[src/rtl/fetch_pkg.sv]
// Shared types and helpers for the instruction-fetch front end.
package fetch_pkg;

   localparam int unsigned FETCH_XLEN = 32;
   localparam logic [31:0] NOP_INST   = 32'h0000_0013;

   typedef struct packed {
      logic [FETCH_XLEN-1:0] pc;
      logic [31:0]           inst;
   } fetch_entry_t;

   // Bits needed to index 'depth' slots (at least one).
   function automatic int unsigned ptr_w(input int unsigned depth);
      return (depth > 1) ? $clog2(depth) : 1;
   endfunction

endpackage

[src/rtl/fetch_queue.sv]
// Synchronous FIFO of type T with push/pop/flush and an occupancy count.
// Used both as the prefetch queue and as the in-flight request PC tracker.
module fetch_queue
   import fetch_pkg::*;
#(
   parameter int unsigned  DEPTH = 4,
   parameter type          T     = fetch_entry_t,
   localparam int unsigned PW    = ptr_w(DEPTH),
   localparam int unsigned CW    = ptr_w(DEPTH + 1)
) (
   input  logic          clk,
   input  logic          rst,
   input  logic          flush_i,
   input  logic          push_i,
   input  logic          pop_i,
   input  T              data_i,
   output T              data_o,
   output logic [CW-1:0] count_o
);

   T              mem_q [DEPTH];
   logic [PW-1:0] rd_q, rd_d;
   logic [PW-1:0] wr_q, wr_d;
   logic [CW-1:0] cnt_q, cnt_d;
   logic          full_c, empty_c, do_push_c, do_pop_c;

   // Pointer increment that also works for non-power-of-two depths.
   function automatic logic [PW-1:0] ptr_inc(input logic [PW-1:0] p);
      return (p == PW'(DEPTH - 1)) ? '0 : p + PW'(1);
   endfunction

   assign full_c    = (cnt_q == CW'(DEPTH));
   assign empty_c   = (cnt_q == '0);
   assign do_push_c = push_i && !full_c && !flush_i;
   assign do_pop_c  = pop_i && !empty_c && !flush_i;
   assign data_o    = mem_q[rd_q];
   assign count_o   = cnt_q;

   always_comb begin
      rd_d  = rd_q;
      wr_d  = wr_q;
      cnt_d = cnt_q;
      if (flush_i) begin
         rd_d  = '0;
         wr_d  = '0;
         cnt_d = '0;
      end else begin
         if (do_push_c) wr_d = ptr_inc(wr_q);
         if (do_pop_c)  rd_d = ptr_inc(rd_q);
         if (do_push_c && !do_pop_c)      cnt_d = cnt_q + CW'(1);
         else if (!do_push_c && do_pop_c) cnt_d = cnt_q - CW'(1);
      end
   end

   always_ff @(posedge clk or negedge rst) begin
      if (!rst) begin
         rd_q  <= '0;
         wr_q  <= '0;
         cnt_q <= '0;
      end else begin
         rd_q  <= rd_d;
         wr_q  <= wr_d;
         cnt_q <= cnt_d;
      end
   end

   // Payload storage needs no reset; count gates every read.
   always_ff @(posedge clk) begin
      if (do_push_c) mem_q[wr_q] <= data_i;
   end

endmodule

[src/rtl/fetch_unit_prefetch.sv]
// Instruction-fetch front end: PC sequencer, credit-limited imem requests and a prefetch queue.
// Define FETCH_PERF_EN to add fetched/dropped/stall event counters.
module fetch_unit_prefetch
   import fetch_pkg::*;
#(
   parameter int unsigned     XLEN     = 32,
   parameter int unsigned     DEPTH    = 4,
   parameter int unsigned     MAX_OUT  = 2,
   parameter logic [XLEN-1:0] RESET_PC = '0
) (
   input  logic            clk,
   input  logic            rst,
   output logic            imem_req_valid,
   input  logic            imem_req_ready,
   output logic [XLEN-1:0] imem_req_addr,
   input  logic            imem_rsp_valid,
   input  logic [31:0]     imem_rsp_data,
   input  logic            redirect_valid,
   input  logic [XLEN-1:0] redirect_pc,
   output logic            fd_valid,
   input  logic            fd_ready,
   output logic [XLEN-1:0] fd_pc,
   output logic [31:0]     fd_inst
`ifdef FETCH_PERF_EN
   ,
   output logic [31:0]     perf_fetched,
   output logic [31:0]     perf_dropped,
   output logic [31:0]     perf_stall
`endif
);

   localparam int unsigned QCW = ptr_w(DEPTH + 1);
   localparam int unsigned OCW = ptr_w(MAX_OUT + 1);

   typedef struct packed {
      logic [XLEN-1:0] pc;
      logic [31:0]     inst;
   } entry_t;

   logic [XLEN-1:0] pc_q, pc_d;
   logic [OCW-1:0]  disc_q, disc_d;
   logic [QCW-1:0]  q_count;
   logic [OCW-1:0]  out_count;
   logic [XLEN-1:0] inflight_pc;
   entry_t          q_head, q_in;
   logic            req_fire_c, rsp_keep_c, pop_c, q_empty_c;

   // Issue only while every outstanding request still has a guaranteed queue slot.
   assign imem_req_valid = rst && !redirect_valid
                           && ((32'(q_count) + 32'(out_count)) < DEPTH)
                           && (32'(out_count) < MAX_OUT);
   assign imem_req_addr  = pc_q;
   assign req_fire_c     = imem_req_valid && imem_req_ready;
   assign rsp_keep_c     = imem_rsp_valid && (disc_q == '0) && !redirect_valid;
   assign q_empty_c      = (q_count == '0);
   assign pop_c          = !q_empty_c && fd_ready && !redirect_valid;
   assign q_in           = '{pc: inflight_pc, inst: imem_rsp_data};

   assign fd_valid = !q_empty_c;
   assign fd_pc    = q_empty_c ? '0 : q_head.pc;
   assign fd_inst  = q_empty_c ? NOP_INST : q_head.inst;

   // Responses still owed to the old stream at a redirect are dropped on arrival.
   always_comb begin
      pc_d   = pc_q;
      disc_d = disc_q;
      if (redirect_valid) begin
         pc_d   = redirect_pc & ~XLEN'(3);
         disc_d = out_count - OCW'(imem_rsp_valid);
      end else begin
         if (req_fire_c) pc_d = pc_q + XLEN'(4);
         if (imem_rsp_valid && (disc_q != '0)) disc_d = disc_q - OCW'(1);
      end
   end

   always_ff @(posedge clk or negedge rst) begin
      if (!rst) begin
         pc_q   <= RESET_PC;
         disc_q <= '0;
      end else begin
         pc_q   <= pc_d;
         disc_q <= disc_d;
      end
   end

   fetch_queue #(
      .DEPTH (DEPTH),
      .T     (entry_t)
   ) u_queue (
      .clk     (clk),
      .rst     (rst),
      .flush_i (redirect_valid),
      .push_i  (rsp_keep_c),
      .pop_i   (pop_c),
      .data_i  (q_in),
      .data_o  (q_head),
      .count_o (q_count)
   );

   // Tracks the PC of each in-flight request; its count is the outstanding total.
   fetch_queue #(
      .DEPTH (MAX_OUT),
      .T     (logic [XLEN-1:0])
   ) u_inflight (
      .clk     (clk),
      .rst     (rst),
      .flush_i (1'b0),
      .push_i  (req_fire_c),
      .pop_i   (imem_rsp_valid),
      .data_i  (pc_q),
      .data_o  (inflight_pc),
      .count_o (out_count)
   );

`ifdef FETCH_PERF_EN
   logic [31:0] fetched_q, dropped_q, stall_q;

   always_ff @(posedge clk or negedge rst) begin
      if (!rst) begin
         fetched_q <= '0;
         dropped_q <= '0;
         stall_q   <= '0;
      end else begin
         fetched_q <= fetched_q + 32'(rsp_keep_c);
         dropped_q <= dropped_q + 32'(imem_rsp_valid && !rsp_keep_c);
         stall_q   <= stall_q + 32'(fd_valid && !fd_ready);
      end
   end

   assign perf_fetched = fetched_q;
   assign perf_dropped = dropped_q;
   assign perf_stall   = stall_q;
`endif

endmodule

[config.mk]
export PLATFORM = sky130hd
export DESIGN_NAME = fetch_unit_prefetch
export DESIGN_NICKNAME = d
export VERILOG_FILES = /design/src/rtl/fetch_pkg.sv /design/src/rtl/fetch_queue.sv /design/src/rtl/fetch_unit_prefetch.sv
export SDC_FILE = /design/constraint.sdc
export NUM_CORES = 1
export LEC_CHECK = 0
export ABC_AREA = 1
export CAP_MARGIN = 20
export CORE_UTILIZATION = 45
export DETAILED_ROUTE_END_ITERATION = 6
export PLACE_DENSITY = 0.69
export REMOVE_ABC_BUFFERS = 1
export SLEW_MARGIN = 20
export SYNTH_ARGS = -nofsm -noshare
export SYNTH_HDL_FRONTEND = slang
export SYNTH_SLANG_ARGS = --single-unit
[constraint.sdc]
create_clock -name clk -period 4.04 [get_ports clk]
set_clock_uncertainty 0.1 [all_clocks]
set_input_delay 0.606 -clock clk [delete_from_list [all_inputs] [get_ports clk]]
set_output_delay 0.606 -clock clk [all_outputs]
set_load 0.01 [all_outputs]
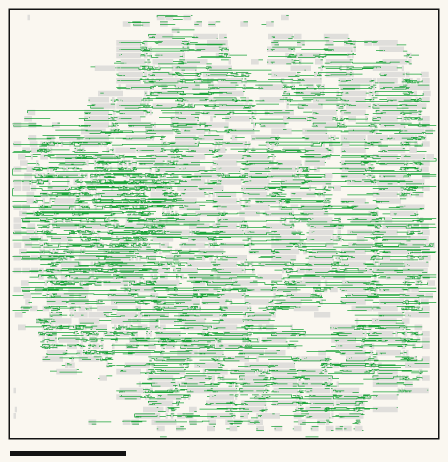
**Above:** run 1 (the metal 1 layer).
Scale bar: 50 um. Cells faint in the background.
wire length on this layer: 15200 um
main direction: horizontal
longest straight run: 55.2 um
nets with wire on the layer: 1479
share of all routed wire: 45%
via count: 10130
WL final: 33740 um
met1 Use GR: 27.13%

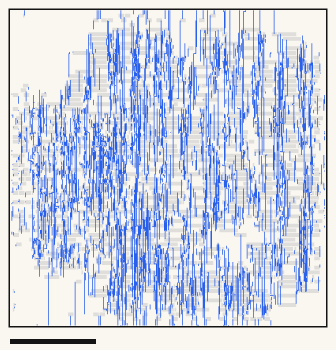
**Above:** run 1 (signal wires on met2).
Scale bar: 50 um. Cells faint in the background.
wire length on this layer: 16200 um
main direction: vertical

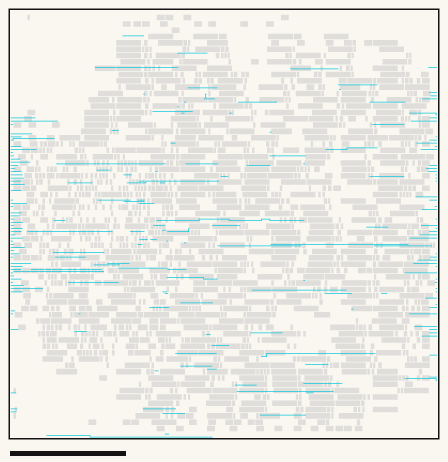
**Above:** run 1 (M3 wires).
Scale bar: 50 um. Cells faint in the background.
longest straight run: 59.1 um
wire length on this layer: 1730 um
share of all routed wire: 5.1%

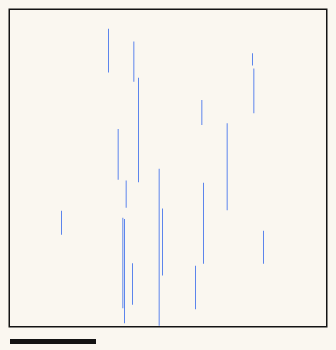
**Above:** run 1 (signal wires on met4).
Scale bar: 50 um.
share of all routed wire: 1.8%
nets with wire on the layer: 10
wire length on this layer: 622 um

==> metrics.cfg, run 1 <==
[clocking]
clkLatencyLatePin_ns=0.51
cts_tree=done
cts.htree.levels=2
numCtsBuffers=37
cts_root_buf=clkbuf_16
cts_resized=0
clock-sinks=351
ctsHoldBuffers=0
path_clk_slew_ns=0.06

[final_layout]
post-route-cell-area_mm2=0.01820
clk_share_pct=6.133
buffer_area_share_pct=10.40
final_nets=1629
signal_buffers=188
seq_cells=351
largest_register_ffs=248
fin_cells=2015
n_clock_buffer=48
comb.multi_input.count=906
mostFrequentLayoutCell=edfxtp_1
final_util_pct=55.79
max_flop_register=u_queue.mem_q
drive_above_1_share_pct=6.866
logic_area_mm2=0.004061
lay_top_cells=edfxtp_1, nand2_1, nor2_1, clkdlybuf4s50_1, o21ai_0
inv_count=64
insertedDiodeCount=0
dominant_cells=sequential cells
syn_to_final_growth_pct=21.90
sh_comb_area_pct=22.32

[final_timing]
worst_pin_slew_ns=1.095
finalClockPeriodUsage_pct=88.00
layout_setup_ws_ns=0.4847
whs_ns=0.09863
rsz0062_at_grt=false
setup_viol=0
finalCriticalPeriod_ns=3.555
fin_setup_tns_ns=0
max_slew_margin_pct=27.00
drv_slew=0
max_freq_mhz=281.3
hold_viol=0

[logic_synthesis]
most_common_cell=edfxtp_1
logic_family=simple AND/OR/NAND/NOR gates
synth_top_cell_by_area=edfxtp_1
syn_area_mm2=0.01493
yosysTopAreaCellShare_pct=61.95
synthSimpleGateAreaFrac_pct=17.93
synth_area_per_cell_um2=10.77
async_flop_share_pct=12.25
yosys_cells=1386
area_leaders=edfxtp_1, nor2_1, nand2_1
numSynthFlops=351
ys_sh_xor_pct=0.8800
synth_chip_area_mm2=0.01493
synth.area.mux_share_pct=0
synth-edff-count=308
ys_sh_adder_pct=0.9722
synthDistinctLibCells=36
syn_inst=1386
ys_sh_aoi_pct=7.090
synthFlopType=edfxtp_1
synth_seq_share_pct=69.16
yosys-top-cells-count=edfxtp_1, nor2_1, nand2_1, o21ai_0, a21oi_1

[power_and_ir_drop]
p_total_w=0.01184
combPwrFrac_pct=34.2
leakage_nw=6.674
seqPwrFrac_pct=39.1
ir_drop_mv=0.3396
power_switching_share_pct=32.81
pg_clk_w=0.00316
p_switching_w=0.003885
power_density_mw_per_mm2=650.8
seq-power_w=0.00463
pg_comb_w=0.00405
clockPowerShare_pct=26.7

[global_routing]
grt-busiest-layer=met2
use_met2_pct=34.36
grt_pass1_vias=9849
globalRoute.totalOverflow=0
grt_pass1_wl_um=52960
grt_max_degree=127
antenna_found_initial=0
grtUsageTotal_pct=20.25

[setup_path]
crit_end=fd_inst[19]
cp_num_cells=6
critPathCaptureType=output port
slowest_delay_ns=0.71
path_cells=inv_2 -> nand3_2 -> inv_2 -> buf_4 -> a21oi_1 -> clkdlybuf4s50_1
crit_buf_inv=4
cp_common_cell=inv_2
reg2regPathDepth=4
reg2reg_slack_ns=1.50
worstPathRequired_ns=3.33
criticalPathCategory=reg -> out
critPathSlowestCell=inv_2
r2r-start=u_inflight.rd_q$_DFFE_PN0P_
crit_family=buffers and inverters
critPathLaunch=u_queue.count_o[2]$_DFFE_PN0P_
crit_fanout=36
startpoint_type=flop
crit_arrival_ns=2.85

[placement]
hpwl_um=20080
port_buffers=161
gp_congestion=0.8760
place_ws_ns=0.9940
place_inst=1950

[detailed_routing]
drc=0
routedWlPerCell_um=16.74
firstDrtPassIters=5
wl_met2_um=16170
met1_length_um=15220
postRouteAntennaNets=0
met3WireLength_um=1726
drt_iter0_drc=726
top_layer_used=met4
via_per_inst=5.028

[job]
drv_cap=0
tool_warnings=32

[floorplan]
fp_util_pct=45.77
die-width_um=184.1
die_h_um=184.1
rows=66

[run_status]
status=complete, no violations

==> run 1 -> run 2 <==
--- a/config.mk
+++ b/config.mk
@@ -9,9 +9,10 @@
 export CAP_MARGIN = 20
 export CORE_UTILIZATION = 45
 export DETAILED_ROUTE_END_ITERATION = 6
-export PLACE_DENSITY = 0.69
+export PLACE_DENSITY = 0.68
 export REMOVE_ABC_BUFFERS = 1
 export SLEW_MARGIN = 20
 export SYNTH_ARGS = -nofsm -noshare
 export SYNTH_HDL_FRONTEND = slang
+export SYNTH_HIERARCHICAL = 1
 export SYNTH_SLANG_ARGS = --single-unit
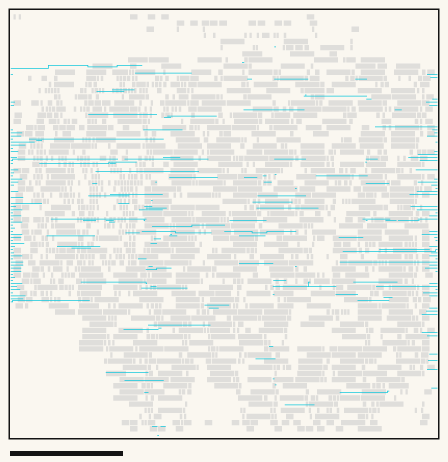
**Above:** run 2 (M3 wires).
Scale bar: 50 um. Cells faint in the background.
M3 GR Usage: 2.558%
WL final: 34720 um
via count: 10700

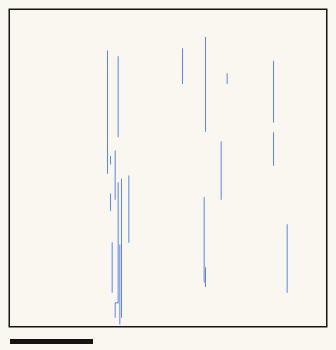
**Above:** run 2 (signal wires on met4).
Scale bar: 50 um.

==> run 2 against run 1 <==
Against the previous run:
- sequential share of layout area shrank 1.2 points
- register-to-register slack got worse by 0.04 ns
- combinational power fell by 79%
- synthesized area up 5.8%
- clock power up 9.2%
- critical path depth is 1 higher
- global-route usage shrank 0.38 points
- final area grew 5.7%
- first-iteration DRC count increased by 5.2%
- wire length up 2.9%
- die area grew 5.8%
- critical endpoint is now fd_pc[28]
- highest routed layer unchanged
==> metrics.cfg, run 2 <==
[clocking]
cts_resized=0  ; unchanged
cts_root_buf=clkbuf_16
clkLatencyLatePin_ns=0.51  ; about the same
cts.htree.levels=2  ; unchanged
ctsHoldBuffers=0  ; unchanged
cts_tree=done
clock-sinks=363  ; +3.4%

[floorplan]
rows=68  ; +3.0%
die_h_um=189.4  ; +2.8%

[power_and_ir_drop]
clockPowerShare_pct=40.1  ; +13 points
seq-power_w=0.00433  ; -6.5%
leakage_nw=7.359  ; +10%
pg_clk_w=0.00345  ; +9.2%
p_switching_w=0.001943  ; -50%
seqPwrFrac_pct=50.2  ; +11 points
ir_drop_mv=0.3311  ; -2.5%
combPwrFrac_pct=9.7  ; -25 points

[final_layout]
comb.multi_input.count=882  ; -2.6%
n_clock_buffer=45  ; -6.3%
fin_cells=2100  ; +4.2%
sh_comb_area_pct=21.74  ; -0.57 points
final_nets=1700  ; +4.4%
logic_area_mm2=0.004183  ; +3.0%
insertedDiodeCount=0  ; unchanged
inv_count=141  ; +120%
mostFrequentLayoutCell=edfxtp_1
clk_share_pct=6.459  ; +0.33 points
max_flop_register=u_queue/mem_q
seq_cells=363  ; +3.4%
post-route-cell-area_mm2=0.01924  ; +5.7%
largest_register_ffs=256  ; +3.2%
buffer_area_share_pct=10.47  ; +0.077 points

[final_timing]
layout_setup_ws_ns=0.3744  ; -0.1103 ns
whs_ns=0.09259  ; -0.006039 ns
max_freq_mhz=272.8  ; -3.0%
setup_viol=0  ; unchanged
finalClockPeriodUsage_pct=90.73  ; +2.7 points
max_slew_margin_pct=56.44  ; +29 points
finalCriticalPeriod_ns=3.666  ; +0.1103 ns
hold_viol=0  ; unchanged
drv_slew=0  ; unchanged
rsz0062_at_grt=false

[logic_synthesis]
synth_chip_area_mm2=0.01580  ; +5.8%
synth.area.mux_share_pct=0  ; unchanged
numSynthFlops=363  ; +3.4%
yosysTopAreaCellShare_pct=60.82  ; -1.1 points
ys_sh_adder_pct=0.9186  ; -0.054 points
synth_seq_share_pct=67.63  ; -1.5 points
yosys-top-cells-count=edfxtp_1, nand2_1, nor2_1, inv_1, o21ai_0
logic_family=simple AND/OR/NAND/NOR gates
synthFlopType=edfxtp_1
async_flop_share_pct=11.85  ; -0.40 points
synth_top_cell_by_area=edfxtp_1
ys_sh_xor_pct=0.5543  ; -0.33 points
area_leaders=edfxtp_1, nand2_1, dfrtp_1

[detailed_routing]
via_per_inst=5.094  ; +1.3%
top_layer_used=met4
firstDrtPassIters=5  ; unchanged
routedWlPerCell_um=16.53  ; -1.3%
met1_length_um=15660  ; +2.9%
met3WireLength_um=1895  ; +9.8%
drc=0  ; unchanged
drt_iter0_drc=764  ; +5.2%

[run_status]
status=complete, no violations

[global_routing]
grt_pass1_wl_um=55950  ; +5.6%
grt_use_met1_pct=26.97  ; -0.16 points
grt_max_degree=67  ; -47%
antenna_found_initial=0  ; unchanged
globalRoute.totalOverflow=0  ; unchanged
grt_pass1_vias=10460  ; +6.2%

[setup_path]
crit_fanout=35  ; -2.8%
reg2reg_slack_ns=1.46  ; -0.04 ns
slowest_delay_ns=0.60  ; -0.11 ns
reg2regPathDepth=7  ; +3
criticalPathCategory=reg -> out
critPathLaunch=u_queue/rd_q[0]$_DFFE_PN0P_
r2r-start=disc_q[0]$_DFFE_PN0P_
critPathSlowestCell=dfrtp_4
critPathCaptureType=output port
path_cells=inv_4 -> buf_4 -> nor2_1 -> o22ai_1 -> inv_1 -> nor2_1 -> clkdlybuf4s50_1
cp_common_cell=nor2_1
crit_family=buffers and inverters
crit_arrival_ns=2.96  ; +0.11 ns
worstPathRequired_ns=3.33  ; about the same
crit_end=fd_pc[28]

[placement]
port_buffers=163  ; +1.2%
hpwl_um=22200  ; +11%
place_ws_ns=0.6937  ; -0.3004 ns

[job]
tool_warnings=30  ; -6.3%

Power and IR drop assume default switching activity.
